`src/rtl/cpu_pkg.sv`:
```
// Package for the instruction sequencer.
// Holds the fixed state encodings, the FSM state type, the opcode/op
// constants, and the regfile data_in select values.
// Macro ILLEGAL_TRAP_EN adds the TRAP state.
package cpu_pkg;

  // State encodings, one value per state.
  localparam logic [2:0] ST_WAIT   = 3'd0;
  localparam logic [2:0] ST_DECODE = 3'd1;
  localparam logic [2:0] ST_WR_IMM = 3'd2;
  localparam logic [2:0] ST_GET_A  = 3'd3;
  localparam logic [2:0] ST_GET_B  = 3'd4;
  localparam logic [2:0] ST_EXEC   = 3'd5;
  localparam logic [2:0] ST_WR_REG = 3'd6;
`ifdef ILLEGAL_TRAP_EN
  localparam logic [2:0] ST_TRAP   = 3'd7;
`endif

  typedef enum logic [2:0] {
    S_WAIT   = ST_WAIT,
    S_DECODE = ST_DECODE,
    S_WR_IMM = ST_WR_IMM,
    S_GET_A  = ST_GET_A,
    S_GET_B  = ST_GET_B,
    S_EXEC   = ST_EXEC,
    S_WR_REG = ST_WR_REG
`ifdef ILLEGAL_TRAP_EN
    , S_TRAP = ST_TRAP
`endif
  } state_t;

  // Opcode (IR[15:13]) and op (IR[12:11]) constants.
  localparam logic [2:0] OPC_MOV = 3'b110;
  localparam logic [2:0] OPC_ALU = 3'b101;
  localparam logic [1:0] OP_ADD  = 2'b00;
  localparam logic [1:0] OP_CMP  = 2'b01;
  localparam logic [1:0] OP_AND  = 2'b10;
  localparam logic [1:0] OP_MVN  = 2'b11;
  // MOV imm shares op value 10 with AND.
  localparam logic [1:0] OP_MOV_IMM = 2'b10;
  localparam logic [1:0] OP_MOV_REG = 2'b00;

  // Regfile data_in select.
  localparam logic VSEL_C   = 1'b0;
  localparam logic VSEL_IMM = 1'b1;

endpackage

```
`src/rtl/cpu_sequencer_if.sv`:
```
// Interface between the sequencer, its instruction source and the
// regfile/ALU datapath.
// Handshake: the source drives s/in; an instruction is accepted on a
// rising edge where w = 1 and s = 1. While w = 0, s and in are ignored.
// All datapath controls are driven by the sequencer (master).
// dbg_state / dbg_ir expose the FSM state and the instruction register.
// Macro ILLEGAL_TRAP_EN adds the sticky `illegal` flag.
interface cpu_sequencer_if;
  logic        s;
  logic [15:0] in;
  logic        w;
  logic [2:0]  readnum;
  logic [2:0]  writenum;
  logic        write;
  logic        vsel;
  logic [15:0] sximm8;
  logic        loada;
  logic        loadb;
  logic        asel;
  logic        loadc;
  logic        loads;
  logic [1:0]  shift;
  logic [1:0]  aluop;
  logic [2:0]  dbg_state;
  logic [15:0] dbg_ir;
`ifdef ILLEGAL_TRAP_EN
  logic        illegal;
`endif

  modport master (
    input  s, in,
    output w, readnum, writenum, write, vsel, sximm8, loada, loadb,
           asel, loadc, loads, shift, aluop, dbg_state, dbg_ir
`ifdef ILLEGAL_TRAP_EN
    , output illegal
`endif
  );

  modport slave (
    output s, in,
    input  w, readnum, writenum, write, vsel, sximm8, loada, loadb,
           asel, loadc, loads, shift, aluop, dbg_state, dbg_ir
`ifdef ILLEGAL_TRAP_EN
    , input illegal
`endif
  );
endinterface

```
`src/rtl/instr_dec.sv`:
```
// Combinational instruction field decoder.
// Ports: ir (16-bit instruction register) in; register fields, shifter op,
// sign-extended immediate and instruction-class flags out.
// is_alu covers all four opcode-101 instructions (ADD, CMP, AND, MVN).
module instr_dec
  import cpu_pkg::*;
(
  input  logic [15:0] ir,
  output logic [2:0]  opcode,
  output logic [1:0]  op,
  output logic [2:0]  rn,
  output logic [2:0]  rd,
  output logic [2:0]  rm,
  output logic [1:0]  shift,
  output logic [15:0] sximm8,
  output logic        is_mov_imm,
  output logic        is_mov_reg,
  output logic        is_alu,
  output logic        is_cmp,
  output logic        is_legal
);
  assign opcode = ir[15:13];
  assign op     = ir[12:11];
  assign rn     = ir[10:8];
  assign rd     = ir[7:5];
  assign rm     = ir[2:0];
  assign shift  = ir[4:3];
  assign sximm8 = {{8{ir[7]}}, ir[7:0]};

  assign is_mov_imm = (opcode == OPC_MOV) && (op == OP_MOV_IMM);
  assign is_mov_reg = (opcode == OPC_MOV) && (op == OP_MOV_REG);
  assign is_alu     = (opcode == OPC_ALU);
  assign is_cmp     = is_alu && (op == OP_CMP);
  assign is_legal   = is_mov_imm || is_mov_reg || is_alu;
endmodule

```
`src/rtl/cpu_sequencer.sv`:
```
// Moore FSM that sequences the 8x16 register file and ALU datapath for one
// instruction at a time.
// Ports: clk (rising edge), reset (synchronous, active high), bus
// (cpu_sequencer_if.master: s/in from the instruction source, regfile and
// datapath controls out, plus debug state/IR).
// Macro ILLEGAL_TRAP_EN: undefined opcodes set a sticky `illegal` flag and
// park the FSM in TRAP until reset; otherwise they are a 2-cycle NOP.
module cpu_sequencer
  import cpu_pkg::*;
(
  input logic            clk,
  input logic            reset,
  cpu_sequencer_if.master bus
);
  state_t      state;
  logic [15:0] ir;
`ifdef ILLEGAL_TRAP_EN
  logic        illegal_q;
`endif

  logic [2:0]  opcode, rn, rd, rm;
  logic [1:0]  op, shift;
  logic [15:0] sximm8;
  logic        is_mov_imm, is_mov_reg, is_alu, is_cmp, is_legal;

  instr_dec u_dec (
    .ir        (ir),
    .opcode    (opcode),
    .op        (op),
    .rn        (rn),
    .rd        (rd),
    .rm        (rm),
    .shift     (shift),
    .sximm8    (sximm8),
    .is_mov_imm(is_mov_imm),
    .is_mov_reg(is_mov_reg),
    .is_alu    (is_alu),
    .is_cmp    (is_cmp),
    .is_legal  (is_legal)
  );

  always_ff @(posedge clk) begin
    if (reset) begin
      state <= S_WAIT;
      ir    <= '0;
`ifdef ILLEGAL_TRAP_EN
      illegal_q <= 1'b0;
`endif
    end else begin
      unique case (state)
        S_WAIT: begin
          if (bus.s) begin
            ir    <= bus.in;
            state <= S_DECODE;
          end
        end
        S_DECODE: begin
          if (!is_legal) begin
`ifdef ILLEGAL_TRAP_EN
            illegal_q <= 1'b1;
            state     <= S_TRAP;
`else
            state     <= S_WAIT;
`endif
          end else if (is_mov_imm) begin
            state <= S_WR_IMM;
          end else if (is_mov_reg || (op == OP_MVN)) begin
            // Single-operand forms skip A; A is forced to zero in EXEC.
            state <= S_GET_B;
          end else begin
            state <= S_GET_A;
          end
        end
        S_WR_IMM: state <= S_WAIT;
        S_GET_A:  state <= S_GET_B;
        S_GET_B:  state <= S_EXEC;
        S_EXEC:   state <= is_cmp ? S_WAIT : S_WR_REG;
        S_WR_REG: state <= S_WAIT;
`ifdef ILLEGAL_TRAP_EN
        S_TRAP:   state <= S_TRAP;
`endif
        default:  state <= S_WAIT;
      endcase
    end
  end

  logic       w_d, write_d, vsel_d, loada_d, loadb_d, asel_d, loadc_d, loads_d;
  logic [2:0] readnum_d, writenum_d;

  always_comb begin
    w_d        = 1'b0;
    write_d    = 1'b0;
    vsel_d     = VSEL_C;
    loada_d    = 1'b0;
    loadb_d    = 1'b0;
    asel_d     = 1'b0;
    loadc_d    = 1'b0;
    loads_d    = 1'b0;
    readnum_d  = 3'd0;
    writenum_d = 3'd0;
    case (state)
      S_WAIT: w_d = 1'b1;
      S_WR_IMM: begin
        writenum_d = rn;
        vsel_d     = VSEL_IMM;
        write_d    = 1'b1;
      end
      S_GET_A: begin
        readnum_d = rn;
        loada_d   = 1'b1;
      end
      S_GET_B: begin
        readnum_d = rm;
        loadb_d   = 1'b1;
      end
      S_EXEC: begin
        asel_d = (opcode == OPC_MOV) || (op == OP_MVN);
        if (is_cmp) loads_d = 1'b1;
        else        loadc_d = 1'b1;
      end
      S_WR_REG: begin
        writenum_d = rd;
        vsel_d     = VSEL_C;
        write_d    = 1'b1;
      end
      default: ;
    endcase
  end

  // Commit strobes are masked while reset is high so an instruction
  // interrupted by reset never writes the regfile or loads a register.
  assign bus.w         = w_d;
  assign bus.readnum   = readnum_d;
  assign bus.writenum  = writenum_d;
  assign bus.write     = write_d & ~reset;
  assign bus.vsel      = vsel_d;
  assign bus.loada     = loada_d & ~reset;
  assign bus.loadb     = loadb_d & ~reset;
  assign bus.asel      = asel_d;
  assign bus.loadc     = loadc_d & ~reset;
  assign bus.loads     = loads_d & ~reset;
  assign bus.shift     = shift;
  assign bus.aluop     = op;
  assign bus.sximm8    = sximm8;
  assign bus.dbg_state = state;
  assign bus.dbg_ir    = ir;
`ifdef ILLEGAL_TRAP_EN
  assign bus.illegal   = illegal_q;
`endif
endmodule
```
`src/flat_wrapper.sv`:
```
// flat-port wrapper written by rule: the top's interface ports become plain ports
module cpu_sequencer_flat import cpu_pkg::*;
  (clk, reset, bus_s, bus_in, bus_w, bus_readnum, bus_writenum, bus_write, bus_vsel, bus_sximm8, bus_loada, bus_loadb, bus_asel, bus_loadc, bus_loads, bus_shift, bus_aluop, bus_dbg_state, bus_dbg_ir);
  cpu_sequencer_if bus_i ();
  input logic clk;
  input logic reset;
  input wire logic [$bits(bus_i.s)-1:0] bus_s;
  input wire logic [$bits(bus_i.in)-1:0] bus_in;
  output wire logic [$bits(bus_i.w)-1:0] bus_w;
  output wire logic [$bits(bus_i.readnum)-1:0] bus_readnum;
  output wire logic [$bits(bus_i.writenum)-1:0] bus_writenum;
  output wire logic [$bits(bus_i.write)-1:0] bus_write;
  output wire logic [$bits(bus_i.vsel)-1:0] bus_vsel;
  output wire logic [$bits(bus_i.sximm8)-1:0] bus_sximm8;
  output wire logic [$bits(bus_i.loada)-1:0] bus_loada;
  output wire logic [$bits(bus_i.loadb)-1:0] bus_loadb;
  output wire logic [$bits(bus_i.asel)-1:0] bus_asel;
  output wire logic [$bits(bus_i.loadc)-1:0] bus_loadc;
  output wire logic [$bits(bus_i.loads)-1:0] bus_loads;
  output wire logic [$bits(bus_i.shift)-1:0] bus_shift;
  output wire logic [$bits(bus_i.aluop)-1:0] bus_aluop;
  output wire logic [$bits(bus_i.dbg_state)-1:0] bus_dbg_state;
  output wire logic [$bits(bus_i.dbg_ir)-1:0] bus_dbg_ir;
  assign bus_i.s = bus_s;
  assign bus_i.in = bus_in;
  assign bus_w = bus_i.w;
  assign bus_readnum = bus_i.readnum;
  assign bus_writenum = bus_i.writenum;
  assign bus_write = bus_i.write;
  assign bus_vsel = bus_i.vsel;
  assign bus_sximm8 = bus_i.sximm8;
  assign bus_loada = bus_i.loada;
  assign bus_loadb = bus_i.loadb;
  assign bus_asel = bus_i.asel;
  assign bus_loadc = bus_i.loadc;
  assign bus_loads = bus_i.loads;
  assign bus_shift = bus_i.shift;
  assign bus_aluop = bus_i.aluop;
  assign bus_dbg_state = bus_i.dbg_state;
  assign bus_dbg_ir = bus_i.dbg_ir;
  cpu_sequencer u_core (.clk(clk), .reset(reset), .bus(bus_i));
endmodule
```
`config.mk`:
```
export PLATFORM = sky130hd
export DESIGN_NAME = cpu_sequencer_flat
export DESIGN_NICKNAME = d
export VERILOG_FILES = /design/src/rtl/cpu_pkg.sv /design/src/rtl/cpu_sequencer_if.sv /design/src/rtl/instr_dec.sv /design/src/rtl/cpu_sequencer.sv /design/src/flat_wrapper.sv
export SDC_FILE = /design/constraint.sdc
export NUM_CORES = 1
export LEC_CHECK = 0
export CAP_MARGIN = 10
export CORE_ASPECT_RATIO = 1.5
export CORE_MARGIN = 8
export CORE_UTILIZATION = 33
export DETAILED_ROUTE_END_ITERATION = 16
export HOLD_SLACK_MARGIN = 0.1
export MAX_ROUTING_LAYER = met4
export PLACE_DENSITY = 0.72
export SLEW_MARGIN = 20
export SYNTH_ARGS = -nofsm -noshare
export SYNTH_HDL_FRONTEND = slang
export SYNTH_SLANG_ARGS = --single-unit
export TNS_END_PERCENT = 20
```
`constraint.sdc`:
```
create_clock -name clk -period 1.55 [get_ports clk]
set_clock_uncertainty 0.1 [all_clocks]
set_input_delay 0.31 -clock clk [delete_from_list [all_inputs] [get_ports clk]]
set_output_delay 0.31 -clock clk [all_outputs]
set_load 0.03 [all_outputs]
```
Figure 1. PDN straps and rails (run 1).
Scale bar: 20 um. Pins as bars on the die edge. Tap cells in grey.
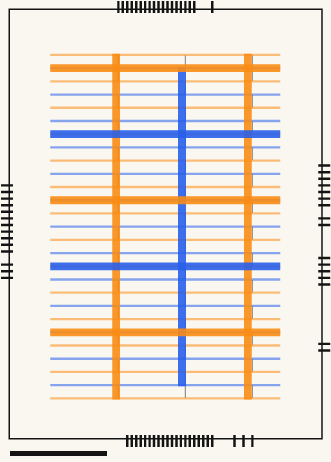
colour	net
orange	VSS
blue	VDD
rows	26
tap cells	42
signal pins	72
met1 rails	27
met4 straps	3

Figure 2. Routing congestion (run 1).
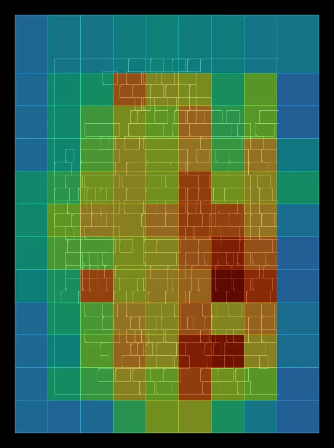
GR Util met2: 0.269
routed wire length per instance: 16.6 um
met1 Usage GRT: 0.138
routing usage on met3: 0.0359
total track usage: 0.143

==> impl_metrics.json, run 1 <==
{
  "status": "finished with violations",
  "violations": "setup timing",
  "cellPowerDensity_nw_per_um2": 654,
  "antenna_found_initial": 0,
  "row_count": 26,
  "cts_tree": "built",
  "wl_met2_mm": 2.47,
  "grt_pass1_wl_mm": 6.41,
  "ios": 72,
  "viasPerCell": 4.85,
  "seqCellArea_um2": 405,
  "slew_viol_final": 0,
  "antenna_left": 0,
  "critPathMaxFanout": 7,
  "drcViolationCount": 0,
  "switchingPower_uw": 459,
  "cellLeakagePower_uw": 0.000924,
  "area_growth_pct": 79.9,
  "rr_startpoint": "u_core.bus.dbg_state[1]$_SDFFE_PP0P_",
  "cts.clk_slew.worst_paths_ns": 0.07,
  "worst_slack_ns": -0.199,
  "routed.top_layer": "met4",
  "worstMarginPinSlew_ns": 0.336,
  "crit_required_ns": 1.14,
  "topCellsByArea": "dfxtp_1 (33%), buf_4 (14%), nand2_1 (10%), a21oi_1 (7.9%), mux2i_1 (2.6%)",
  "start_kind": "flop",
  "fa_ha_area_frac": 0,
  "postCtsSetupBuffers": 7,
  "ys_cells": 143,
  "fin_cells": 255,
  "clk_share": 0.0219,
  "postCtsHoldBufs": 0,
  "endpoint": "bus_loads",
  "crit_path_end_kind": "primary output",
  "finalSetupViolations": 14,
  "most_common_cell": "nand2_1",
  "p_clk_frac": 0.257,
  "flops": 19,
  "rsz0062_at_grt": "yes"
}
Figure 3. Sequential cells coloured by netlist name (run 1).
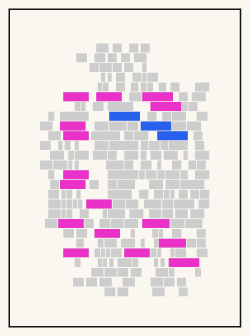
colour	signal	flops
blue	`u_core.bus.dbg_state`	3
magenta	`u_core.bus.dbg_ir`	16

## run 1: flip-flops by register name (all words and copies together), names as in the netlist
register,cells
u_core.bus.dbg_ir,16
u_core.bus.dbg_state,3
## run 1: power groups by stage
stage	sequential, uW	combinational [uW]	clock, uW
after CTS	553	430	349
final	555	447	346
after detailed placement	568	441	0
after global placement	565	435	0
after floorplan	613	235	0
after global routing	560	473	374
## run 1: per-stage QoR
step / instance area [um2] / util / TNS (ns)
after floorplan: 1270 / - / -0.743
after global placement: 1840 / 0.548 / -5.15
after detailed placement: 1840 / 0.548 / -5.12
after CTS: 1960 / 0.585 / -1.62
after global routing: 2060 / 0.615 / -2.51
final: 2060 / 0.615 / -1.76
==> inputs of run 2 (changes only) <==
GPL_ROUTABILITY_DRIVEN = 0   (was not set)
Figure 4. Wiring by layer (run 2).
Only two layers are drawn.
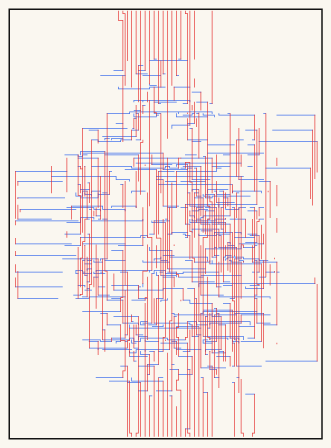
colour	layer	wire length
blue	met1	1470 um
red	met2	2470 um

Figure 5. Sequential cells coloured by netlist name (run 2).
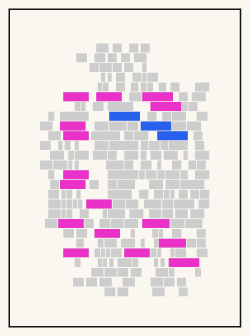
colour	signal	flops
blue	`u_core.bus.dbg_state`	3
magenta	`u_core.bus.dbg_ir`	16

==> run 2 against run 1 <==
Effect of this change: the flow still finishes with violations (setup timing); flip-flop count unchanged; die area unchanged; final cell count unchanged; critical path type unchanged; largest cell class unchanged.
==> impl_metrics.json, run 2 <==
{
  "finalSetupViolations": 14,
  "endpoint": "bus_loads",
  "row_count": 26,
  "worst_path_largest_cell_delay_ns": 0.40,
  "final_util": 0.615,
  "start_kind": "flop",
  "place_area_um2": 1840,
  "fa_ha_area_frac": 0,
  "wl_met2_mm": 2.47,
  "ys_cells": 143,
  "clk_share": 0.0219,
  "area_growth_pct": 79.9,
  "viasPerCell": 4.85,
  "crit_path_end_kind": "primary output",
  "most_common_cell": "nand2_1",
  "cap_violations": 0,
  "cts_tree": "built",
  "cellPowerDensity_nw_per_um2": 654,
  "crit_required_ns": 1.14,
  "met2_usage": 0.269,
  "grt_usage": 0.143,
  "worstPathCellList": "nor3b_4 -> nand2_2 -> nor3_4 -> buf_6",
  "fin_cells": 255,
  "sh_comb_area": 0.336,
  "worst_slack_ns": -0.199,
  "seqCellArea_um2": 405,
  "met1_usage": 0.138,
  "diodes": 0,
  "grt_pass1_wl_mm": 6.41,
  "antenna_left": 0,
  "worstMarginPinSlew_ns": 0.336,
  "topCellsByArea": "dfxtp_1 (33%), buf_4 (14%), nand2_1 (10%), a21oi_1 (7.9%), mux2i_1 (2.6%)",
  "cellLeakagePower_uw": 0.000924,
  "routed.top_layer": "met4",
  "largest_reg_flops": 16,
  "final_area_um2": 2060,
  "flops": 19,
  "slew_viol_final": 0,
  "violations": "setup timing",
  "rsz0062_at_grt": "yes",
  "lay_top_cells": "buf_4 (38), nand2_1 (30), dlygate4sd2_1 (20)",
  "routed_wirelength_mm": 4.22,
  "critPathMaxFanout": 7,
  "wire_per_inst_um": 16.6,
  "rr_endpoint": "u_core.bus.dbg_ir[14]$_SDFFE_PP0P_",
  "ios": 72,
  "status": "finished with violations",
  "final.setup.tns_ns": -1.76,
  "rr_startpoint": "u_core.bus.dbg_state[1]$_SDFFE_PP0P_",
  "hold_start": "u_core.bus.dbg_ir[4]$_SDFFE_PP0P_"
}
Figure 6. PDN straps and rails (run 2).
Scale bar: 20 um. Pins as bars on the die edge. Tap cells in grey.
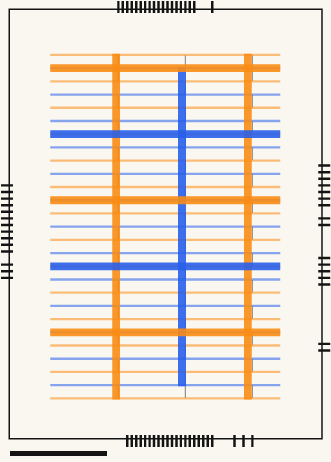
colour	net
blue	VDD
orange	VSS
rows	26
signal pins	72
met4 straps	3

==> run 2: cell counts after synthesis <==
Identical to the previous run, type by type.
==> run 2: cell families after synthesis <==
group                  after synthesis
AND/OR/NAND/NOR                     61
buffers and inverters               32
AND-OR/OR-AND                       26
flip-flops                          19
multiplexers                         4
XOR/XNOR                             1
==> run 2: timing repair <==
action,in CTS,in global routing
hold buffers,0,0
setup endpoints to repair,36,32
gates resized,42,24
pin swaps,4,9
buffers inserted,7,5
==> run 2: report_power, final <==
part	internal (uW)	leakage, uW	total, uW	switching [uW]
sequential	514	0.000161	555	41.0
combinational	192	0.000741	447	255
clock	183	0.0000228	346	163
total	888	0.000924	1350	459
No activity file was given, so power comes from the tool's default toggle rates.
